--- src/rtl/axis_protocol_monitor.sv ---
// Passive AXI-Stream protocol monitor: sticky error flags, irq, saturating beat/packet counters.
// Latency: an offending cycle shows in err_flags/err_irq/counters one cycle later. Backpressure: none, it never drives the link.
// Optional stall timeout check is compiled in with `define AXIS_MON_TIMEOUT_EN.
module axis_protocol_monitor #(
  parameter int DATA_WIDTH     = 8,
  parameter int ID_WIDTH       = 1,
  parameter int DEST_WIDTH     = 1,
  parameter int USER_WIDTH     = 1,
  parameter int MAX_PKT_BEATS  = 1024,
  parameter int CNT_WIDTH      = 32,
  parameter int TIMEOUT_CYCLES = 256
) (
  input  logic                    clk,
  input  logic                    reset_n,
  input  logic [DATA_WIDTH-1:0]   mon_data,
  input  logic [ID_WIDTH-1:0]     mon_id,
  input  logic [DEST_WIDTH-1:0]   mon_dest,
  input  logic [USER_WIDTH-1:0]   mon_user,
  input  logic [DATA_WIDTH/8-1:0] mon_keep,
  input  logic                    mon_last,
  input  logic                    mon_valid,
  input  logic                    mon_ready,
  input  logic                    clear,
  output logic [6:0]              err_flags,
  output logic                    err_irq,
  output logic                    in_packet,
  output logic [CNT_WIDTH-1:0]    beat_cnt,
  output logic [CNT_WIDTH-1:0]    pkt_cnt
);

  localparam int KW = DATA_WIDTH / 8;
  localparam int PW = DATA_WIDTH + ID_WIDTH + DEST_WIDTH + USER_WIDTH + KW + 1;
  localparam int CW = ID_WIDTH + DEST_WIDTH;
  localparam int BW = $clog2(MAX_PKT_BEATS + 2);

  typedef enum logic {IDLE, IN_PKT} state_e;

  state_e                state_q, state_d;
  logic [BW-1:0]         pkt_beats_q, pkt_beats_d;
  logic [CW-1:0]         cap_q, cap_d;
  logic                  p_hold_q;
  logic [PW-1:0]         p_payload_q;
  logic [6:0]            flags_q, flags_d;
  logic                  irq_q, irq_d;
  logic [CNT_WIDTH-1:0]  beat_q, beat_d;
  logic [CNT_WIDTH-1:0]  pkt_q, pkt_d;

  logic                  acc;
  logic [PW-1:0]         payload;
  logic [CW-1:0]         id_dest;
  logic [KW-1:0]         keep_inc;
  logic                  keep_contig;
  logic                  timeout_hit;
  logic [6:0]            err_new;

`ifdef AXIS_MON_TIMEOUT_EN
  localparam int TW = $clog2(TIMEOUT_CYCLES + 2);
  logic [TW-1:0] stall_q, stall_d;

  // Saturating one past the limit makes each stall match the limit exactly once.
  always_comb begin
    stall_d = '0;
    if (mon_valid & ~mon_ready) begin
      stall_d = (stall_q == TW'(TIMEOUT_CYCLES + 1)) ? stall_q : stall_q + TW'(1);
    end
  end

  always_ff @(posedge clk or negedge reset_n) begin
    if (!reset_n) stall_q <= '0;
    else          stall_q <= stall_d;
  end

  assign timeout_hit = (stall_q == TW'(TIMEOUT_CYCLES));
`else
  assign timeout_hit = 1'b0;
`endif

  always_comb begin
    acc         = mon_valid & mon_ready;
    payload     = {mon_data, mon_id, mon_dest, mon_user, mon_keep, mon_last};
    id_dest     = {mon_id, mon_dest};
    keep_inc    = mon_keep + KW'(1);
    keep_contig = ((mon_keep & keep_inc) == '0);

    err_new    = '0;
    err_new[0] = p_hold_q & ~mon_valid;
    err_new[1] = p_hold_q & mon_valid & (payload != p_payload_q);
    err_new[2] = acc & (mon_keep == '0);
    err_new[3] = acc & ((~mon_last & ~(&mon_keep)) |
                        (mon_last & (mon_keep != '0) & ~keep_contig));
    err_new[4] = acc & (state_q == IN_PKT) & (id_dest != cap_q);
    // With a one-beat limit, a non-last opening beat already overruns.
    err_new[5] = acc & ~mon_last &
                 ((state_q == IDLE) ? (MAX_PKT_BEATS == 1)
                                    : ((MAX_PKT_BEATS > 1) && (pkt_beats_q == BW'(MAX_PKT_BEATS))));
    err_new[6] = timeout_hit;
  end

  always_comb begin
    state_d     = state_q;
    pkt_beats_d = pkt_beats_q;
    cap_d       = cap_q;
    case (state_q)
      IDLE: begin
        if (acc & ~mon_last) begin
          state_d     = IN_PKT;
          cap_d       = id_dest;
          pkt_beats_d = BW'(1);
        end
      end
      IN_PKT: begin
        if (acc & mon_last) begin
          state_d = IDLE;
        end else if (acc && (pkt_beats_q != BW'(MAX_PKT_BEATS + 1))) begin
          pkt_beats_d = pkt_beats_q + BW'(1);
        end
      end
      default: state_d = IDLE;
    endcase
  end

  // Set and increment take priority over a same-cycle clear.
  always_comb begin
    flags_d = (clear ? 7'd0 : flags_q) | err_new;
    irq_d   = |flags_d;
    beat_d  = clear ? '0 : beat_q;
    pkt_d   = clear ? '0 : pkt_q;
    if (acc && (beat_d != '1)) beat_d = beat_d + CNT_WIDTH'(1);
    if (acc && mon_last && (pkt_d != '1)) pkt_d = pkt_d + CNT_WIDTH'(1);
  end

  always_ff @(posedge clk or negedge reset_n) begin
    if (!reset_n) begin
      state_q     <= IDLE;
      pkt_beats_q <= '0;
      cap_q       <= '0;
      p_hold_q    <= 1'b0;
      p_payload_q <= '0;
      flags_q     <= '0;
      irq_q       <= 1'b0;
      beat_q      <= '0;
      pkt_q       <= '0;
    end else begin
      state_q     <= state_d;
      pkt_beats_q <= pkt_beats_d;
      cap_q       <= cap_d;
      p_hold_q    <= mon_valid & ~mon_ready;
      p_payload_q <= payload;
      flags_q     <= flags_d;
      irq_q       <= irq_d;
      beat_q      <= beat_d;
      pkt_q       <= pkt_d;
    end
  end

  assign err_flags = flags_q;
  assign err_irq   = irq_q;
  assign in_packet = (state_q == IN_PKT);
  assign beat_cnt  = beat_q;
  assign pkt_cnt   = pkt_q;

endmodule

--- config.mk ---
export PLATFORM = sky130hd
export DESIGN_NAME = axis_protocol_monitor
export DESIGN_NICKNAME = d
export VERILOG_FILES = /design/src/rtl/axis_protocol_monitor.sv
export SDC_FILE = /design/constraint.sdc
export NUM_CORES = 1
export LEC_CHECK = 0
export ABC_AREA = 1
export CAP_MARGIN = 20
export CORE_MARGIN = 2
export CORE_UTILIZATION = 30
export CTS_CLUSTER_SIZE = 30
export DETAILED_ROUTE_END_ITERATION = 10
export GPL_TIMING_DRIVEN = 1
export PLACE_DENSITY_LB_ADDON = 0.1
export SLEW_MARGIN = 30
export SYNTH_ARGS = -nofsm -noshare
export SYNTH_HDL_FRONTEND = slang
export SYNTH_SLANG_ARGS = --single-unit
--- constraint.sdc ---
create_clock -name clk -period 1.9 [get_ports clk]
set_input_delay 0.19 -clock clk [delete_from_list [all_inputs] [get_ports clk]]
set_output_delay 0.19 -clock clk [all_outputs]
set_load 0.1 [all_outputs]
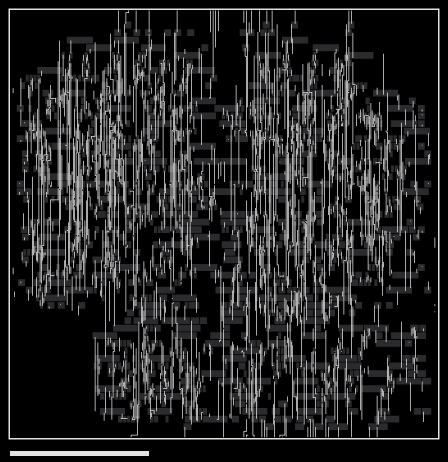
(metal 2)
The bar under the picture is 50 um long. Cells faint in the background.
wire length on this layer	10300 um
nets with wire on the layer	930
longest straight run	69.4 um

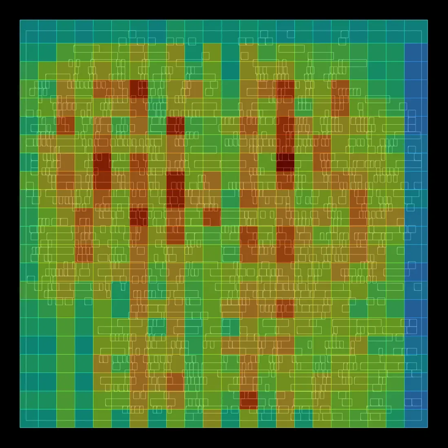
(routing congestion map)
DR WL/cell: 14.3 um
met1 track demand over resource: 24.2%
Most Crowded Layer GR: met2
GRT Resource Usage Total: 17.7%

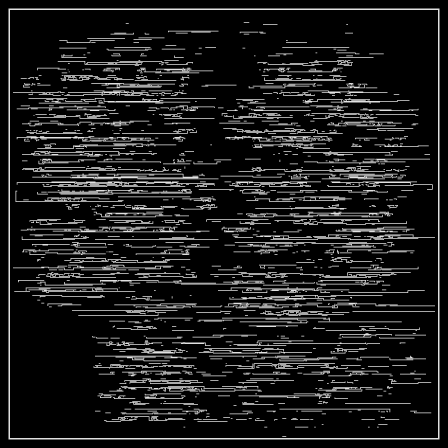
(met1 routing)
wire length on this layer	10200 um
share of all routed wire	48%
nets with wire on the layer	1111
longest straight run	44.2 um

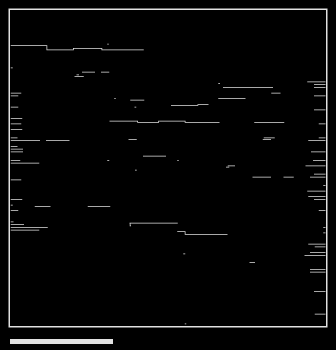
(signal wires on met3)
The bar under the picture is 50 um long.
longest straight run	23.9 um
wire length on this layer	632 um
share of all routed wire	2.9%

==> flow_summary.yaml <==
# physical design summary
sta:
  finClkSkew_ns: 0.00884
  timing.final.max_slew_violations: 0
  finalSetupViolations: 0
  fin_tns_setup_ns: 0
synthesis:
  ys_cells: 1023
  synthCells: 1023
  synth-main-ff-cell: "dfrtp_1"
  ys_seq_share_pct: 37.3
  yosysTopAreaCell: "dfrtp_1"
  edf_count: 0
  synthTopCellsByArea: "dfrtp_1 (37%), nand2_1 (24%), nand3_1 (7.5%), nor2_1 (7.2%), inv_1 (6.2%)"
  yosysUniqueCellTypes: 31
  yosys_warnings: 0
  top_cell_area_share_pct: 37.3
cells_and_area:
  drive_gt1_share_pct: 27.0
  stdcell_count: 1502
worst_setup_path:
  crit_path_start_kind: "flop"
  cp_slowest_cell: "dfrtp_4"
  worstPathArrival_ns: 2.03
clocking:
  clock-root-buffer: "clkbuf_16"
  insertion_delay_ns: 0.36
  h-tree-depth: 3
  cts_tree: "yes"
  ctsLongestPathBuffers: 2
die:
  chipWidth_um: 154
  ios: 91
  fp.coreArea_um2: 21900
route:
  met2WireLength_mm: 10.3
  drc: 0
  via_count: 6740
  wl_met3_um: 632
power:
  power_density_nw_per_um2: 545
  finalPower_uw: 4970
placement:
  place_congestion: 0.821
  placed_cells: 1473
  pre_cts_ws_ns: -0.404
  placed_area_um2: 8570
status:
  status: "complete, no violations"
grt:
  grt_pass1_vias: 6430
==> kinds of logic after synthesis <==
kind of cell | share of synthesized area (%)
adders and majority gates | 0.931
muxes | 0.168
buffers and inverters | 10.2
and+or+nand+nor | 44.4
AOI/OAI and AO/OA | 1.96
xor gates and xnor gates | 5.09
DFF | 37.3
==> flip-flops by register name, summed over array words and instances, names as in the netlist, named ones only <==
| register | flops |
|---|---|
| err_flags | 7 |
| pkt_cnt | 32 |
| beat_cnt | 32 |
| p_hold_q | 1 |
| pkt_beats_q | 11 |
| p_payload_q | 13 |
| err_irq | 1 |
| cap_q | 2 |
==> layout make-up <==
| cell class | count | area share, % |
|---|---|---|
| well taps | 280 | 3.84 |
| repair inverters | 2 | 0.192 |
| clock inverters | 7 | 0.768 |
| repair buffers | 210 | 19.4 |
| multi-input cells | 779 | 40.0 |
| clock buffers | 9 | 2.47 |
| flip-flops and latches | 100 | 28.3 |
| inverters | 115 | 5.03 |
==> what timing repair did <==
item                                   in CTS  in global routing
setup endpoints to repair                  29                 61
hold buffers                                1                  0
setup buffers                               0                  5
gates resized                               1                 23
pin swaps                                   0                  7
cloned                                      0                  7
endpoints found under the hold margin      22                  0
==> stage by stage <==
stage	util (%)	hold WS, ns
5_1_grt	41.7	0.303
4_1_cts	40.6	0.300
2_1_floorplan	-	-0.106
3_5_place_dp	39.2	0.148
6_report	41.7	0.276
3_3_place_gp	39.2	0.143
==> final timing paths <==
path | cells past startpoint | to | start
min | 2 | p_payload_q[12] | reset_n
min reg2reg | 2 | err_flags[1] | err_flags[1]
max | 15 | pkt_cnt[9] | pkt_cnt[1]
max reg2reg | 15 | pkt_cnt[9] | pkt_cnt[1]
max in group asynchronous | 3 | pkt_cnt[25] | reset_n
min in group clk | 1 | p_payload_q[1] | mon_keep
==> synth_stat cells (2+ instances only) <==
master	count
o21ai_0	21
dfrtp_1	100
buf_6	10
nor2_4	2
buf_4	8
nand2_2	5
xor2_1	27
nor2_1	129
nor2_2	17
buf_2	6
ha_1	5
nand3_2	10
nand3_1	100
nor3_1	5
inv_2	3
a21oi_1	4
xnor2_1	12
nand4_1	10
inv_1	111
clkbuf_1	3
nand2_1	425
==> power by group <==
part / total (uW) / leakage, uW / switching (uW) / internal [uW]
clock: 1910 / 0.000141 / 982 / 927
combinational: 769 / 0.00328 / 506 / 263
sequential: 2290 / 0.00125 / 84.5 / 2210
total: 4970 / 0.00467 / 1570 / 3400
==> layout by cell type (no fill, tap or decap), types with 2 or more instances in the layout <==
master and count:
nand3_2 10, buf_4 180, inv_2 5, nand2_4 6, inv_6 5, nand4_1 10, buf_12 7, a21oi_1 4
nand2_8 2, ha_4 2, inv_1 106, nand3_1 100, xnor2_1 12, ha_1 3, nor2_4 5, dfrtp_2 55
clkbuf_16 12, nand2_2 5, nor3_1 5, nand2_1 418, nor2_1 125, buf_6 3, clkdlybuf4s50_1 15, dfrtp_4 4
clkinv_8 2, xor2_1 27, dfrtp_1 41, clkinv_4 2, o21ai_0 21, inv_8 2, nor2_2 18
==> routing by layer <==
layer / vias to the layer above / GRT usage, %
met5: - / 0
met4: 0 / 3.76
met3: 16 / 2.45
met2: 109 / 29.9
met1: 3081 / 24.2
li1: 3534 / -
Power is estimated from default activity; no workload was simulated.
